==> src/rtl/phy_tx_lane_striper_pkg.sv <==
// Shared constants for the TX lane striper: K28.5 idle symbol, lane-count limits, width helper.
// No logic; imported by the striper top and its lane serializer.
// Backpressure: n/a.
package phy_tx_lane_striper_pkg;

   localparam logic [7:0]  K28_5_SYM = 8'hBC;
   localparam int unsigned LANES_MIN = 1;
   localparam int unsigned LANES_MAX = 8;

   // Counter/pointer width that never collapses to zero bits.
   function automatic int unsigned clog2_min1(input int unsigned n);
      return (n <= 2) ? 1 : $clog2(n);
   endfunction

endpackage

==> src/rtl/phy_tx_lane_striper_lane_serializer.sv <==
// One lane: holds a word and shifts it out MSB byte first, registered output.
// Latency: first byte appears one edge after load; K bytes back-to-back.
// Backpressure: free is high when idle or on the last byte; loads only when free.
module phy_tx_lane_striper_lane_serializer
   import phy_tx_lane_striper_pkg::*;
#(
   parameter int               DATA_W   = 32,
   parameter int               BYTE_W   = 8,
   parameter logic [BYTE_W-1:0] IDLE_SYM = BYTE_W'(K28_5_SYM)
) (
   input  logic              clk_4f,
   input  logic              reset,
   input  logic              load,
   input  logic [DATA_W-1:0] load_word,
   output logic              free,
   output logic              idle,
   output logic [BYTE_W-1:0] byte_out,
   output logic              byte_valid
);

   localparam int               K     = DATA_W / BYTE_W;
   localparam int               CNT_W = clog2_min1(K);
   localparam logic [CNT_W-1:0] LAST  = CNT_W'(K - 1);

   logic              busy;
   logic [CNT_W-1:0]  cnt;
   logic [DATA_W-1:0] shreg;

   assign free = !busy || (cnt == LAST);
   assign idle = !busy;

   always_ff @(posedge clk_4f) begin
      if (reset) begin
         busy       <= 1'b0;
         cnt        <= '0;
         shreg      <= '0;
         byte_out   <= IDLE_SYM;
         byte_valid <= 1'b0;
      end else begin
         byte_valid <= busy;
         byte_out   <= busy ? shreg[DATA_W-1 -: BYTE_W] : IDLE_SYM;
         // A load on the last byte replaces the word with no idle gap.
         if (load) begin
            busy  <= 1'b1;
            cnt   <= '0;
            shreg <= load_word;
         end else if (busy) begin
            if (cnt == LAST) busy <= 1'b0;
            else             cnt  <= cnt + 1'b1;
            shreg <= shreg << BYTE_W;
         end
      end
   end

endmodule

==> src/rtl/phy_tx_lane_striper.sv <==
// Buffers words in a small FIFO and stripes them round-robin over the active lanes.
// Latency: accept at edge t, dispatch at t+1, first byte after t+2, last after t+1+K.
// Backpressure: ready = !full; valid while not ready raises a one-cycle drop.
module phy_tx_lane_striper
   import phy_tx_lane_striper_pkg::*;
#(
   parameter int               DATA_W     = 32,
   parameter int               BYTE_W     = 8,
   parameter int               LANES      = 2,
   parameter int               FIFO_DEPTH = 4,
   parameter logic [BYTE_W-1:0] IDLE_SYM   = BYTE_W'(K28_5_SYM)
) (
   input  logic                         clk_4f,
   input  logic                         reset,
   input  logic [DATA_W-1:0]            data_input,
   input  logic                         valid,
   output logic                         ready,
   input  logic [$clog2(LANES+1)-1:0]   active_lanes,
   output logic [LANES*BYTE_W-1:0]      data_out,
   output logic [LANES-1:0]             valid_out,
   output logic                         drop
);

   localparam int               ACT_W   = $clog2(LANES + 1);
   localparam int               AW      = clog2_min1(FIFO_DEPTH);
   localparam int               PAD     = 2 ** ACT_W;
   localparam logic [ACT_W-1:0] LANES_A = ACT_W'(LANES);

   logic [DATA_W-1:0] mem [FIFO_DEPTH];
   logic [AW-1:0]     wr_ptr, rd_ptr;
   logic [AW:0]       count;
   logic              full, empty, push, pop, quiescent;
   logic [ACT_W-1:0]  act_q, ptr, act_req;
   logic [LANES-1:0]  lane_free, lane_idle, lane_load;
   logic [PAD-1:0]    free_pad;
   logic [DATA_W-1:0] head_word;

   assign full      = (count == (AW+1)'(FIFO_DEPTH));
   assign empty     = (count == '0);
   assign ready     = !full && !reset;
   assign push      = valid && ready;
   assign drop      = valid && !ready && !reset;
   // Zero-padded so ptr can index it at its natural width.
   assign free_pad  = PAD'(lane_free);
   assign pop       = !empty && free_pad[ptr];
   assign quiescent = empty && (&lane_idle);
   assign head_word = mem[rd_ptr];

   always_comb begin
      act_req = active_lanes;
      if (active_lanes == '0)          act_req = ACT_W'(1);
      else if (active_lanes > LANES_A) act_req = LANES_A;
   end

   always_ff @(posedge clk_4f) begin
      if (push) mem[wr_ptr] <= data_input;
   end

   always_ff @(posedge clk_4f) begin
      if (reset) begin
         wr_ptr <= '0;
         rd_ptr <= '0;
         count  <= '0;
         ptr    <= '0;
         act_q  <= LANES_A;
      end else begin
         if (push) wr_ptr <= wr_ptr + 1'b1;
         if (pop)  rd_ptr <= rd_ptr + 1'b1;
         case ({push, pop})
            2'b10:   count <= count + 1'b1;
            2'b01:   count <= count - 1'b1;
            default: count <= count;
         endcase
         // Lane count only changes with nothing in flight, so ordering never breaks.
         if (pop)
            ptr <= (ptr == act_q - 1'b1) ? '0 : ptr + 1'b1;
         else if (quiescent && (act_req != act_q)) begin
            act_q <= act_req;
            ptr   <= '0;
         end
      end
   end

   for (genvar i = 0; i < LANES; i++) begin : g_lane
      assign lane_load[i] = pop && (ptr == ACT_W'(i));

      phy_tx_lane_striper_lane_serializer #(
         .DATA_W   (DATA_W),
         .BYTE_W   (BYTE_W),
         .IDLE_SYM (IDLE_SYM)
      ) u_ser (
         .clk_4f     (clk_4f),
         .reset      (reset),
         .load       (lane_load[i]),
         .load_word  (head_word),
         .free       (lane_free[i]),
         .idle       (lane_idle[i]),
         .byte_out   (data_out[i*BYTE_W +: BYTE_W]),
         .byte_valid (valid_out[i])
      );
   end

endmodule

==> config.mk <==
export PLATFORM = sky130hd
export DESIGN_NAME = phy_tx_lane_striper
export DESIGN_NICKNAME = d
export VERILOG_FILES = /design/src/rtl/phy_tx_lane_striper_pkg.sv /design/src/rtl/phy_tx_lane_striper_lane_serializer.sv /design/src/rtl/phy_tx_lane_striper.sv
export SDC_FILE = /design/constraint.sdc
export NUM_CORES = 1
export LEC_CHECK = 0
export ABC_CLOCK_PERIOD_IN_PS = 2600
export CAP_MARGIN = 5
export CORE_MARGIN = 2
export CORE_UTILIZATION = 50
export DETAILED_ROUTE_END_ITERATION = 12
export PLACE_DENSITY = 0.84
export SETUP_SLACK_MARGIN = 0.15
export SYNTH_ARGS = -nofsm -noshare
export SYNTH_HDL_FRONTEND = slang
export SYNTH_SLANG_ARGS = --single-unit
==> constraint.sdc <==
create_clock -name clk_4f -period 2.6 [get_ports clk_4f]
set_input_delay 0.26 -clock clk_4f [delete_from_list [all_inputs] [get_ports clk_4f]]
set_output_delay 0.26 -clock clk_4f [all_outputs]
set_load 0.01 [all_outputs]
Run 1, congestion heat map:
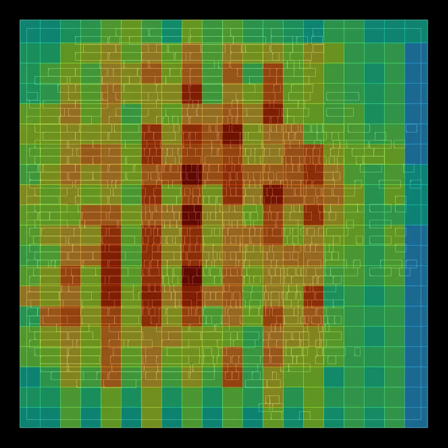
GR peak layer: met2
GRT met2 Usage: 31.5%
met1 GRT Util: 26.6%
mean routed wirelength per cell: 19.5 um

Run 1, met3 routing:
The bar under the picture is 50 um long.
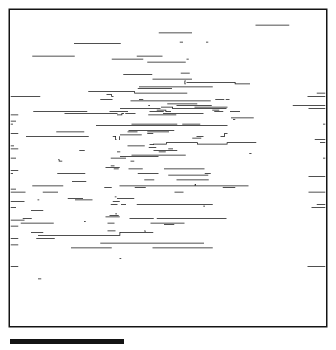
The longest straight run is 57.5 um. The layer carries 1,480 um of wire.

Run 1, register map, names as in the netlist:
Other sequential cells in the stronger gray, the rest of the logic in the fainter gray.
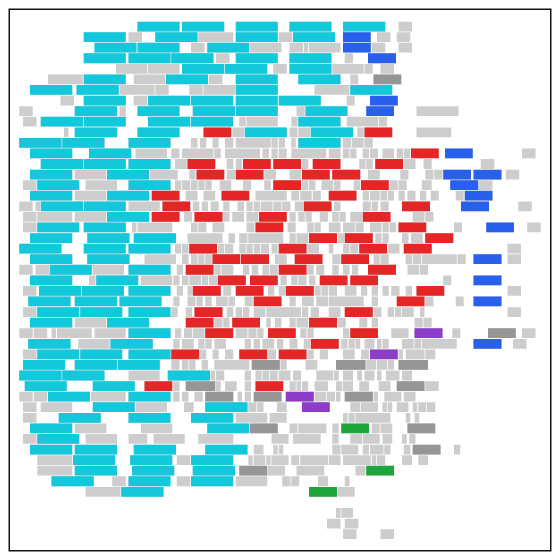
Key: purple = `g_lane.u_ser.cnt` [flops 4]; red = `g_lane.u_ser.shreg` [flops 64, where center]; cyan = `mem` [flops 128]; blue = `g_lane.u_ser.byte_out` [flops 16]; green = `count` [flops 3]
Another 14 sequential cells are not colored.
Seq. pwr: 0.00472 W
register area: 5870 um2

Run 1, M2 wires:
Cells faint in the background.
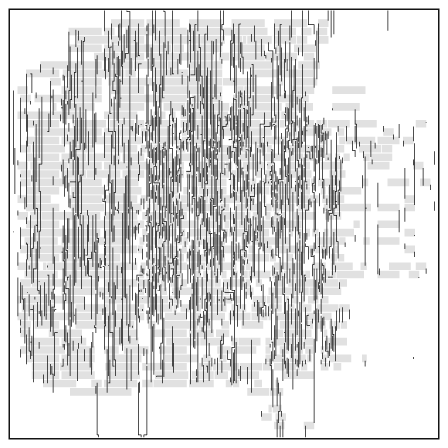
The layer carries 9,130 um of wire. The wires run mostly vertical. The longest straight run is 60.9 um.

==> impl_metrics.env, run 1 <==
# implementation run metrics
export IMPL_die_y_um=139
export IMPL_yosys_stat_area_um2=9100
export IMPL_rrSetupSlack_ns=0.34
export IMPL_hold_path_class="in2reg"
export IMPL_power_leader="sequential cells"
export IMPL_synth_top_cell_by_area="edfxtp_1"
export IMPL_cts_hold_buf=0
export IMPL_drtIter0Drc=785
export IMPL_fill_cells=1363
export IMPL_fp_utilization_pct=50.8
export IMPL_utilization_pct=59.1
export IMPL_timing_final_crit_period_ns=2.26
export IMPL_std_cell_rows=49
export IMPL_ctsHtreeMaxLevel=1
export IMPL_path_cells="ha_1, nor3b_1, a2111o_2, inv_2, ha_1, fa_1, xnor2_1, or3_1, a21oi_1"
export IMPL_top_regs="mem (128), g_lane.u_ser.shreg (64), g_lane.u_ser.byte_out (16)"
export IMPL_holdPathEnd="wr_ptr[1]"
export IMPL_gp_congestion=0.777
export IMPL_startpoint_type="register"
export IMPL_place_area_um2=9860
export IMPL_post_cts_resize_count=0
export IMPL_ys_sh_xor_pct=0.674
export IMPL_crit_type="reg2reg"
export IMPL_first_global_vias=5706
export IMPL_path_buffers=1
export IMPL_die_w_um=139
export IMPL_status="complete, no violations"
export IMPL_inv_count=11
export IMPL_leakage_nw=3.53
export IMPL_p_comb_w=0.00389
export IMPL_crit_required_ns=3.02
export IMPL_combPwrFrac_pct=33.2
export IMPL_synth_warnings=0
export IMPL_drtPass1Iterations=6
export IMPL_rr_startpoint="g_lane[0].u_ser.cnt[0]"
export IMPL_ys_flops=229
export IMPL_flop_count=229
export IMPL_setup_viol=0
export IMPL_top_cell="edfxtp_1"
export IMPL_ys_top_cells_by_count="edfxtp_1 (128), dfxtp_1 (101), nor3_1 (101)"
export IMPL_met2_length_um=9130
export IMPL_regMostFlops="mem"
export IMPL_worstPathMaxFanout=2
export IMPL_vias=5774
export IMPL_antenna_diode_count=0
export IMPL_tritoncts="yes"
export IMPL_startpoint="g_lane[0].u_ser.cnt[0]"
export IMPL_fa_ha_area_share_pct=1.46
export IMPL_via_per_inst=6.00
Run 1, selected gate families:
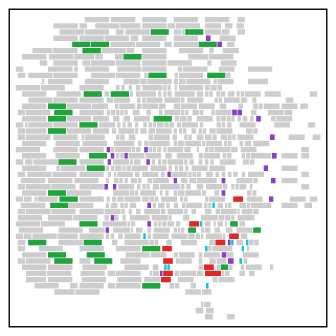

## Run 2: what changed since run 1
--- a/config.mk
+++ b/config.mk
@@ -7,7 +7,7 @@
 export LEC_CHECK = 0
 export ABC_CLOCK_PERIOD_IN_PS = 2600
 export CAP_MARGIN = 5
-export CORE_MARGIN = 2
+export CORE_MARGIN = 5
 export CORE_UTILIZATION = 50
 export DETAILED_ROUTE_END_ITERATION = 12
 export PLACE_DENSITY = 0.84
Run 2, selected gate families:
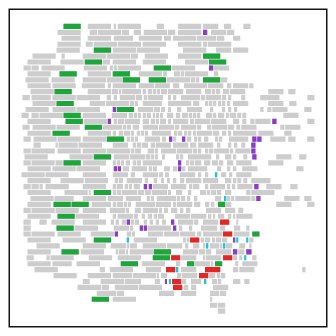
Key: red = fa/ha/maj cells [cells 10, where south]; purple = nand cells [cells 30]; green = mux cells [cells 36]; cyan = inv cells [cells 11]

==> impl_metrics.env, run 2 <==
# implementation run metrics
export IMPL_status="complete, no violations"
export IMPL_inv_count=11
export IMPL_leakage_nw=3.57
export IMPL_synth_top_cell_by_area="edfxtp_1"
export IMPL_timing_final_crit_period_ns=2.26
export IMPL_yosys_stat_area_um2=9100
export IMPL_rr_startpoint="g_lane[1].u_ser.cnt[0]"
export IMPL_startpoint="count[0]"
export IMPL_path_buffers=1
export IMPL_utilization_pct=59.3
export IMPL_regMostFlops="mem"
export IMPL_die_y_um=145
export IMPL_die_w_um=145
export IMPL_setup_viol=0
export IMPL_via_per_inst=5.93
export IMPL_place_area_um2=9850
export IMPL_fp_utilization_pct=50.6
export IMPL_synth_warnings=0
export IMPL_cts_hold_buf=0
export IMPL_hold_path_class="in2reg"
export IMPL_met2_usage_pct=29.5
export IMPL_crit_required_ns=2.34
export IMPL_fa_ha_area_share_pct=1.46
export IMPL_startpoint_type="register"
export IMPL_vias=5705
export IMPL_post_cts_resize_count=0
export IMPL_first_global_vias=5510
export IMPL_area_leaders="edfxtp_1 (42%), dfxtp_1 (22%), mux4_2 (7.9%), nor3_1 (5.6%), nor2b_1 (4.7%)"
export IMPL_path_cells="nor3b_1, and3b_1, clkdlybuf4s50_1"
export IMPL_top_cell="edfxtp_1"
export IMPL_crit_type="reg2out"
export IMPL_holdPathEnd="wr_ptr[1]"
export IMPL_ys_top_cells_by_count="edfxtp_1 (128), dfxtp_1 (101), nor3_1 (101)"
export IMPL_drtPass1Iterations=6
export IMPL_drtIter0Drc=687
export IMPL_grt_use_met1_pct=26.0
export IMPL_tritoncts="yes"
export IMPL_p_seq_w=0.00469
export IMPL_wl_per_cell_um=19.5
export IMPL_edf_count=128
export IMPL_ys_flops=229
export IMPL_std_cell_rows=49
export IMPL_power_leader="sequential cells"
export IMPL_combPwrFrac_pct=32.1
export IMPL_p_comb_w=0.00385
export IMPL_gp_congestion=0.770
export IMPL_ctsHtreeMaxLevel=1
export IMPL_busiest_layer="met2"
export IMPL_regArea_um2=5870
export IMPL_rrSetupSlack_ns=0.35
Power and IR drop assume default switching activity.
